### src/rtl/serial_rx_fifo_if.sv
// ---------------------------------------------------------------------------
// serial_rx_fifo_if
// Groups the UART-side receive handshake and the host-side read port of
// serial_rx_fifo into one bundle.
//   master : the environment (UART receiver + host consumer)
//   slave  : the serial_rx_fifo block itself
// Signals:
//   rx_dat[7:0]   received byte, valid while rx_ready is high
//   rx_ready      byte-available level from the receiver
//   ready_rst     one-cycle acknowledge back to the receiver
//   rd_en         host read request
//   dout[7:0]     registered read data
//   dout_vld      one-cycle strobe, dout updated this cycle
//   empty / full  occupancy flags
//   count         occupancy 0..2^DEPTH_LOG2
//   overflow      sticky drop flag
//   ovf_clr       clears overflow
// ---------------------------------------------------------------------------
interface serial_rx_fifo_if #(
    parameter int DEPTH_LOG2 = 4
) ();

    logic [7:0]            rx_dat;
    logic                  rx_ready;
    logic                  ready_rst;
    logic                  rd_en;
    logic [7:0]            dout;
    logic                  dout_vld;
    logic                  empty;
    logic                  full;
    logic [DEPTH_LOG2:0]   count;
    logic                  overflow;
    logic                  ovf_clr;

    modport master (
        output rx_dat,
        output rx_ready,
        input  ready_rst,
        output rd_en,
        input  dout,
        input  dout_vld,
        input  empty,
        input  full,
        input  count,
        input  overflow,
        output ovf_clr
    );

    modport slave (
        input  rx_dat,
        input  rx_ready,
        output ready_rst,
        input  rd_en,
        output dout,
        output dout_vld,
        output empty,
        output full,
        output count,
        output overflow,
        input  ovf_clr
    );

endinterface

### src/rtl/serial_rx_fifo.sv
// ---------------------------------------------------------------------------
// serial_rx_fifo
// Receive-side byte buffer placed right after the UART receiver. Every byte
// announced by rx_ready is acknowledged with a single ready_rst pulse so the
// receiver never stalls; the byte is stored in a 2^DEPTH_LOG2-entry FIFO, or
// dropped (and overflow raised) when the FIFO is full and no read frees a
// slot on the same edge. The host drains the FIFO with rd_en.
// Ports:
//   clk    system clock (same domain as the UART receiver)
//   rst_n  asynchronous active-low reset
//   bus    serial_rx_fifo_if.slave (rx handshake, read port, status flags)
// All outputs come straight from registers.
// ---------------------------------------------------------------------------
module serial_rx_fifo #(
    parameter int DEPTH_LOG2 = 4
) (
    input  logic                  clk,
    input  logic                  rst_n,
    serial_rx_fifo_if.slave       bus
);

    localparam int                  DEPTH     = 1 << DEPTH_LOG2;
    localparam logic [DEPTH_LOG2:0] DEPTH_C   = (DEPTH_LOG2 + 1)'(DEPTH);
    localparam logic [DEPTH_LOG2:0] CNT_ZERO_C = {(DEPTH_LOG2 + 1){1'b0}};
    localparam logic [DEPTH_LOG2:0] CNT_ONE_C  = {{DEPTH_LOG2{1'b0}}, 1'b1};
    localparam logic [DEPTH_LOG2-1:0] PTR_ZERO_C = {DEPTH_LOG2{1'b0}};
    localparam logic [DEPTH_LOG2-1:0] PTR_ONE_C  = CNT_ONE_C[DEPTH_LOG2-1:0];

    // Acknowledge handshake states toward the UART receiver.
    typedef enum logic [1:0] {
        ST_IDLE = 2'd0,
        ST_ACK  = 2'd1,
        ST_WAIT = 2'd2
    } state_t;

    state_t                 state_r;
    state_t                 state_nxt_s;

    logic [7:0]             mem_r [DEPTH];
    logic [DEPTH_LOG2-1:0]  wr_ptr_r;
    logic [DEPTH_LOG2-1:0]  rd_ptr_r;
    logic [DEPTH_LOG2:0]    count_r;
    logic [DEPTH_LOG2:0]    count_nxt_s;

    logic                   wr_try_s;
    logic                   wr_acc_s;
    logic                   rd_acc_s;
    logic                   drop_s;

    logic [7:0]             dout_r;
    logic                   dout_vld_r;
    logic                   ready_rst_r;
    logic                   overflow_r;
    logic                   empty_r;
    logic                   full_r;

    // Handshake FSM next-state: a byte is taken exactly once, on leaving IDLE.
    always_comb begin
        state_nxt_s = state_r;
        wr_try_s    = 1'b0;
        case (state_r)
            ST_IDLE: begin
                if (bus.rx_ready) begin
                    state_nxt_s = ST_ACK;
                    wr_try_s    = 1'b1;
                end else begin
                    state_nxt_s = ST_IDLE;
                end
            end
            ST_ACK: begin
                state_nxt_s = ST_WAIT;
            end
            ST_WAIT: begin
                // Hold off until the receiver has dropped rx_ready, otherwise
                // the same byte would be seen again.
                if (!bus.rx_ready) begin
                    state_nxt_s = ST_IDLE;
                end else begin
                    state_nxt_s = ST_WAIT;
                end
            end
            default: begin
                state_nxt_s = ST_IDLE;
            end
        endcase
    end

    // Read/write acceptance and next occupancy.
    always_comb begin
        rd_acc_s    = 1'b0;
        wr_acc_s    = 1'b0;
        drop_s      = 1'b0;
        count_nxt_s = count_r;

        if (bus.rd_en && (count_r != CNT_ZERO_C)) begin
            rd_acc_s = 1'b1;
        end else begin
            rd_acc_s = 1'b0;
        end

        // A full FIFO still takes the byte if a read frees the slot on the
        // same edge; the read sees the old entry because memory updates are
        // non-blocking.
        if (wr_try_s && ((count_r < DEPTH_C) || rd_acc_s)) begin
            wr_acc_s = 1'b1;
            drop_s   = 1'b0;
        end else if (wr_try_s) begin
            wr_acc_s = 1'b0;
            drop_s   = 1'b1;
        end else begin
            wr_acc_s = 1'b0;
            drop_s   = 1'b0;
        end

        case ({wr_acc_s, rd_acc_s})
            2'b10:   count_nxt_s = count_r + CNT_ONE_C;
            2'b01:   count_nxt_s = count_r - CNT_ONE_C;
            default: count_nxt_s = count_r;
        endcase
    end

    // Handshake state register.
    always_ff @(posedge clk or negedge rst_n) begin
        if (!rst_n) begin
            state_r <= ST_IDLE;
        end else begin
            state_r <= state_nxt_s;
        end
    end

    // Pointers, occupancy and the flags decoded from the next occupancy.
    always_ff @(posedge clk or negedge rst_n) begin
        if (!rst_n) begin
            wr_ptr_r <= PTR_ZERO_C;
            rd_ptr_r <= PTR_ZERO_C;
            count_r  <= CNT_ZERO_C;
            empty_r  <= 1'b1;
            full_r   <= 1'b0;
        end else begin
            if (wr_acc_s) begin
                wr_ptr_r <= wr_ptr_r + PTR_ONE_C;
            end
            if (rd_acc_s) begin
                rd_ptr_r <= rd_ptr_r + PTR_ONE_C;
            end
            count_r <= count_nxt_s;
            empty_r <= (count_nxt_s == CNT_ZERO_C);
            full_r  <= (count_nxt_s == DEPTH_C);
        end
    end

    // Byte storage; contents after reset are don't-care, so no reset here.
    always_ff @(posedge clk) begin
        if (wr_acc_s) begin
            mem_r[wr_ptr_r] <= bus.rx_dat;
        end
    end

    // Read data, strobes, acknowledge pulse and sticky overflow.
    always_ff @(posedge clk or negedge rst_n) begin
        if (!rst_n) begin
            dout_r      <= 8'h00;
            dout_vld_r  <= 1'b0;
            ready_rst_r <= 1'b0;
            overflow_r  <= 1'b0;
        end else begin
            if (rd_acc_s) begin
                dout_r <= mem_r[rd_ptr_r];
            end
            dout_vld_r  <= rd_acc_s;
            // Ack is issued whether the byte was stored or dropped.
            ready_rst_r <= wr_try_s;
            // A drop on the same edge as a clear keeps the flag set.
            if (drop_s) begin
                overflow_r <= 1'b1;
            end else if (bus.ovf_clr) begin
                overflow_r <= 1'b0;
            end
        end
    end

    assign bus.ready_rst = ready_rst_r;
    assign bus.dout      = dout_r;
    assign bus.dout_vld  = dout_vld_r;
    assign bus.empty     = empty_r;
    assign bus.full      = full_r;
    assign bus.count     = count_r;
    assign bus.overflow  = overflow_r;

endmodule

### src/flat_wrapper.sv
// flat-port wrapper written by rule: the top's interface ports become plain ports
module serial_rx_fifo_flat 
#(
    parameter int DEPTH_LOG2 = 4
)
  (clk, rst_n, bus_rx_dat, bus_rx_ready, bus_ready_rst, bus_rd_en, bus_dout, bus_dout_vld, bus_empty, bus_full, bus_count, bus_overflow, bus_ovf_clr);
  serial_rx_fifo_if #(.DEPTH_LOG2(DEPTH_LOG2)) bus_i ();
  input  logic clk;
  input  logic rst_n;
  input wire logic [$bits(bus_i.rx_dat)-1:0] bus_rx_dat;
  input wire logic [$bits(bus_i.rx_ready)-1:0] bus_rx_ready;
  output wire logic [$bits(bus_i.ready_rst)-1:0] bus_ready_rst;
  input wire logic [$bits(bus_i.rd_en)-1:0] bus_rd_en;
  output wire logic [$bits(bus_i.dout)-1:0] bus_dout;
  output wire logic [$bits(bus_i.dout_vld)-1:0] bus_dout_vld;
  output wire logic [$bits(bus_i.empty)-1:0] bus_empty;
  output wire logic [$bits(bus_i.full)-1:0] bus_full;
  output wire logic [$bits(bus_i.count)-1:0] bus_count;
  output wire logic [$bits(bus_i.overflow)-1:0] bus_overflow;
  input wire logic [$bits(bus_i.ovf_clr)-1:0] bus_ovf_clr;
  assign bus_i.rx_dat = bus_rx_dat;
  assign bus_i.rx_ready = bus_rx_ready;
  assign bus_ready_rst = bus_i.ready_rst;
  assign bus_i.rd_en = bus_rd_en;
  assign bus_dout = bus_i.dout;
  assign bus_dout_vld = bus_i.dout_vld;
  assign bus_empty = bus_i.empty;
  assign bus_full = bus_i.full;
  assign bus_count = bus_i.count;
  assign bus_overflow = bus_i.overflow;
  assign bus_i.ovf_clr = bus_ovf_clr;
  serial_rx_fifo #(.DEPTH_LOG2(DEPTH_LOG2)) u_core (.clk(clk), .rst_n(rst_n), .bus(bus_i));
endmodule
### config.mk
export PLATFORM = sky130hd
export DESIGN_NAME = serial_rx_fifo_flat
export DESIGN_NICKNAME = d
export VERILOG_FILES = /design/src/rtl/serial_rx_fifo_if.sv /design/src/rtl/serial_rx_fifo.sv /design/src/flat_wrapper.sv
export SDC_FILE = /design/constraint.sdc
export NUM_CORES = 1
export LEC_CHECK = 0
export ABC_CLOCK_PERIOD_IN_PS = 5000
export CORE_ASPECT_RATIO = 0.9
export CORE_MARGIN = 4
export CORE_UTILIZATION = 33
export CTS_CLUSTER_DIAMETER = 30
export DETAILED_ROUTE_END_ITERATION = 10
export SLEW_MARGIN = 20
export SYNTH_ARGS = -nofsm -noshare
export SYNTH_HDL_FRONTEND = slang
export SYNTH_SLANG_ARGS = --single-unit
export TNS_END_PERCENT = 20
### constraint.sdc
create_clock -name clk -period 5 [get_ports clk]
set_clock_uncertainty 0.2 [all_clocks]
set_input_delay 1 -clock clk [delete_from_list [all_inputs] [get_ports clk]]
set_output_delay 1 -clock clk [all_outputs]
set_load 0.02 [all_outputs]
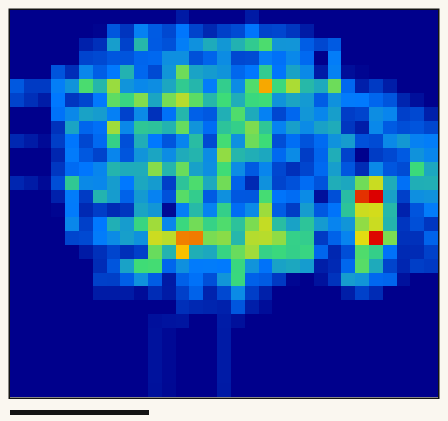
(images/wire_density.png)
Bar = 50 um. The die is cut into 31 by 28 equal tiles; dark blue is low, red is high, scaled to the fullest tile. Values are wire area over tile area, all layers added.
The fullest tile reaches 0.50. The mean over all tiles is 0.086. 7.4% of the tiles are over half the peak.
average wire per standard cell: 18.7 um
GRT Overall Usage: 11.8%
routed wire length: 11900 um

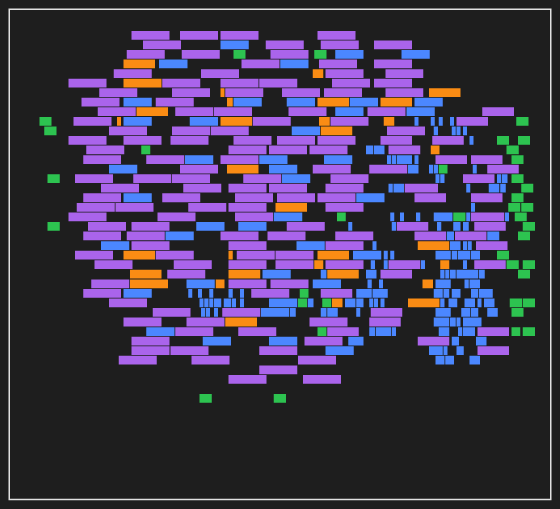
(images/cell_classes.png)
Key: clock drivers and dummy loads = orange [cells 32, share of their area 8.0%]; flip-flops = purple [cells 156, share of their area 64%]; all other logic = blue [cells 168, share of their area 23%]; other buffers and delay cells = green [cells 38, share of their area 5.0%]
# rows: 47
Finished Cell Area: 7460 um2
Core Util, Final: 40.2%

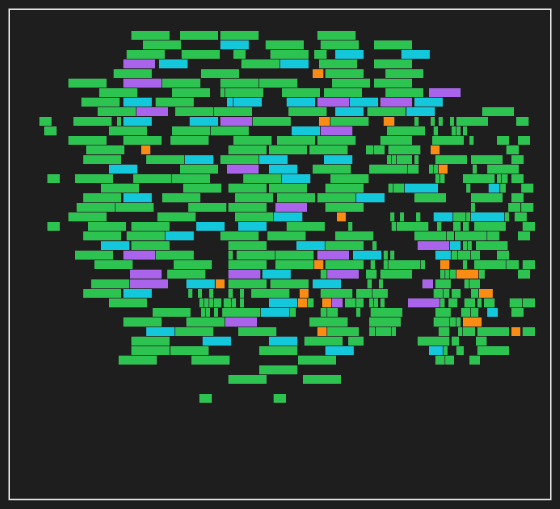
(images/drive_strength.png)
Key: drive 6 and up = purple [cells 21, share 5.3%]; drive 2 = cyan [cells 49, share 12%]; drive 3 to 4 = orange [cells 18, share 4.6%]; drive 1 or less = green [cells 306, share 78%]
area grow syn2layout: 18.4%
Buffers, non-clock: 38
post-route setup slack: 1.10 ns

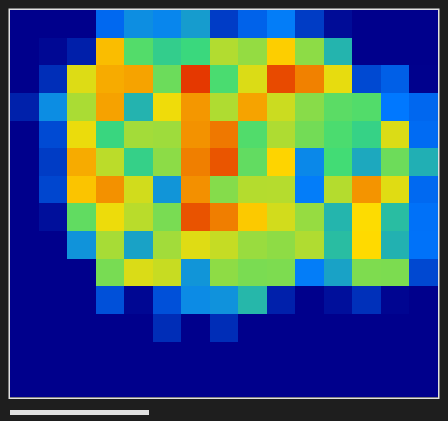
(images/density.png)
Bar = 50 um. The die is cut into 15 by 14 equal tiles; dark blue is low, red is high, 0 to 100% covered.
The emptiest ninth of the die: lower left. The fullest tile reaches 94%. 11% of the tiles are over 75% full. 34% of the tiles are nearly empty.
floorplan core density: 33.9%
CORE AREA: 18600 um2

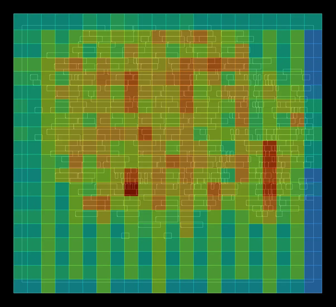
(images/final_congestion.png)
met3 usage: 3.43%
routing usage on met1: 16.8%
M2 GR Usage: 18.2%

==> flow_metrics.env <==
# implementation run metrics
export IMPL_status="complete, no violations"
export IMPL_cp_end_kind="register"
export IMPL_final_cells=639
export IMPL_gr_max_usage_layer="met2"
export IMPL_dpl_cell_area_um2=6890
export IMPL_top_power_group="sequential cells"
export IMPL_logic_area_um2=1630
export IMPL_synth_nets=363
export IMPL_cts_resized=0
export IMPL_cp_slowest_cell="or3b_2"
export IMPL_min_to="u_core.bus.dout[7]"
export IMPL_globalplace_congestion=0.817
export IMPL_cp_slowest_stage_delay_ns=0.54
export IMPL_period_needed_ns=3.90
export IMPL_signal_buffer_area_fraction_pct=4.83
export IMPL_cts_setup_buffers=0
export IMPL_overflow=0
export IMPL_largest_class="sequential cells"
export IMPL_cts_root_buf="clkbuf_16"
export IMPL_firstDrtPassIters=4
export IMPL_yosysWarnings=0
export IMPL_cts_hold_buf=0
export IMPL_synthAdderAreaFrac_pct=1.59
export IMPL_hpwlAfterDp_um=7950
export IMPL_timing_fmax_ghz=0.256
export IMPL_n_sequential_cell=156
export IMPL_comb_share_pct=21.9
export IMPL_wl_met2_um=5520
export IMPL_ys_sh_simple_pct=5.84
export IMPL_path_cells="clkdlybuf4s50_1, or3b_2, a21oi_2, inv_1, ha_1, nor4_2, a311oi_2, o21ai_0, nor4bb_1"
export IMPL_ant_nets=0
export IMPL_fill_cells=1685
export IMPL_fin_nets=402
export IMPL_synth_top_area_share_pct=61.0
export IMPL_non_clock_inverter_count=11
export IMPL_switching_power_mw=1.30
export IMPL_numCtsBuffers=17
export IMPL_p_seq_share_pct=42.8
export IMPL_ys_cells=342
export IMPL_via_per_inst=4.86
export IMPL_ys_top_cells_by_count="edfxtp_1, mux4_2, nand2_1"
export IMPL_ios=31
export IMPL_clock_path_buffers=2
export IMPL_worst_ep_required_time_ns=5.11
export IMPL_io_buffers=30
export IMPL_multiInputCombCellCount=157
export IMPL_grt_max_degree=29
export IMPL_worst_path_max_fanout=12
export IMPL_antenna_found_initial=0
export IMPL_r2r_end="u_core.bus.empty"
export IMPL_crit_arrival_ns=4.01
export IMPL_chipWidth_um=154
export IMPL_holdWs_ns=0.293
export IMPL_power_internal_mw=2.94
export IMPL_preCtsSetupSlack_ns=0.698
export IMPL_tns_ns=0
export IMPL_path_buffers=2
export IMPL_m1WireLength_um=5820
export IMPL_r2r_start="u_core.bus.count[2]"
export IMPL_met3_length_um=492
export IMPL_ys_flops=156
export IMPL_cp_top_family="simple AND/OR/NAND/NOR gates"
export IMPL_grt_pass1_wl_um=19400
export IMPL_post_route_period_util_pct=78.0
export IMPL_cts_reportedPaths_clkPinSlew_ns=0.06
export IMPL_die_h_um=139
export IMPL_top_area_cell="edfxtp_1"
export IMPL_edf_count=128
export IMPL_synthAoiAreaFrac_pct=2.34
export IMPL_worst_slew_pin_slew_ns=0.881
export IMPL_lay_top_cells="edfxtp_1, mux4_2, nand2_1, clkdlybuf4s50_1, dfrtp_1"
export IMPL_yosysMostFrequentCell="edfxtp_1"
export IMPL_clkbuf_count=19
export IMPL_synth_cells=342
export IMPL_yosysUniqueCellTypes=43
export IMPL_tool_warnings=29
export IMPL_setup_viol=0
export IMPL_drt_iter0_drc=151
export IMPL_powerClk_mw=1.24
export IMPL_maxCapViolCount=0
export IMPL_diodes=0
export IMPL_max_slew_margin_pct=41.0
export IMPL_grt_pass1_vias=3392
export IMPL_clkCellAreaFrac_pct=7.71
export IMPL_routed_top_layer="met4"
export IMPL_top_logic_kind="multiplexers"
export IMPL_hold_depth=2
export IMPL_lay_top_count="edfxtp_1"
export IMPL_ys_flop_type="edfxtp_1"
export IMPL_htreeDepth=4
export IMPL_pg_comb_mw=1.18
export IMPL_maxSlewViolCount=0
export IMPL_pwr_share_clk_pct=29.3
export IMPL_sh_seq_area_pct=60.9
export IMPL_layout_drive_gt1_share_pct=22.3
export IMPL_async_reset_ff_share_pct=17.9
export IMPL_cts_sinks=156
export IMPL_peakVddDrop_v=0.000220
export IMPL_xor_share_pct=1.25
export IMPL_syn_avg_cell_area_um2=18.4
export IMPL_insertion_delay_ns=0.41
export IMPL_mux_share_pct=14.9
export IMPL_num_vias=3106
export IMPL_swShare_pct=30.6
export IMPL_ys_seq_share_pct=72.1
export IMPL_totalPowerFinal_mw=4.23
export IMPL_worst_r2r_path_depth=10
export IMPL_tap_cells=245
export IMPL_hold_viol_final=0
worst max-delay path by stage:
stage | start | end | slack (ns) | depth (start not counted)
finish | bus_rx_ready | u_core.bus.empty | 1.10 | 9
floorplan | bus_rx_ready | u_core.bus.full | 1.43 | 10
detailed placement | bus_rx_ready | u_core.bus.empty | 0.70 | 9
global route | bus_rx_ready | u_core.bus.empty | 0.79 | 9
global placement | bus_rx_ready | u_core.bus.full | 0.84 | 9
CTS | bus_rx_ready | u_core.bus.empty | 1.11 | 9
sequential cells by signal (all words and copies together) (netlist names), 2 cells and up:
name / flops
u_core.state_r: 2
u_core.bus.count: 5
u_core.bus.dout: 8
u_core.mem_r: 128
u_core.wr_ptr_r: 4
u_core.rd_ptr_r: 4
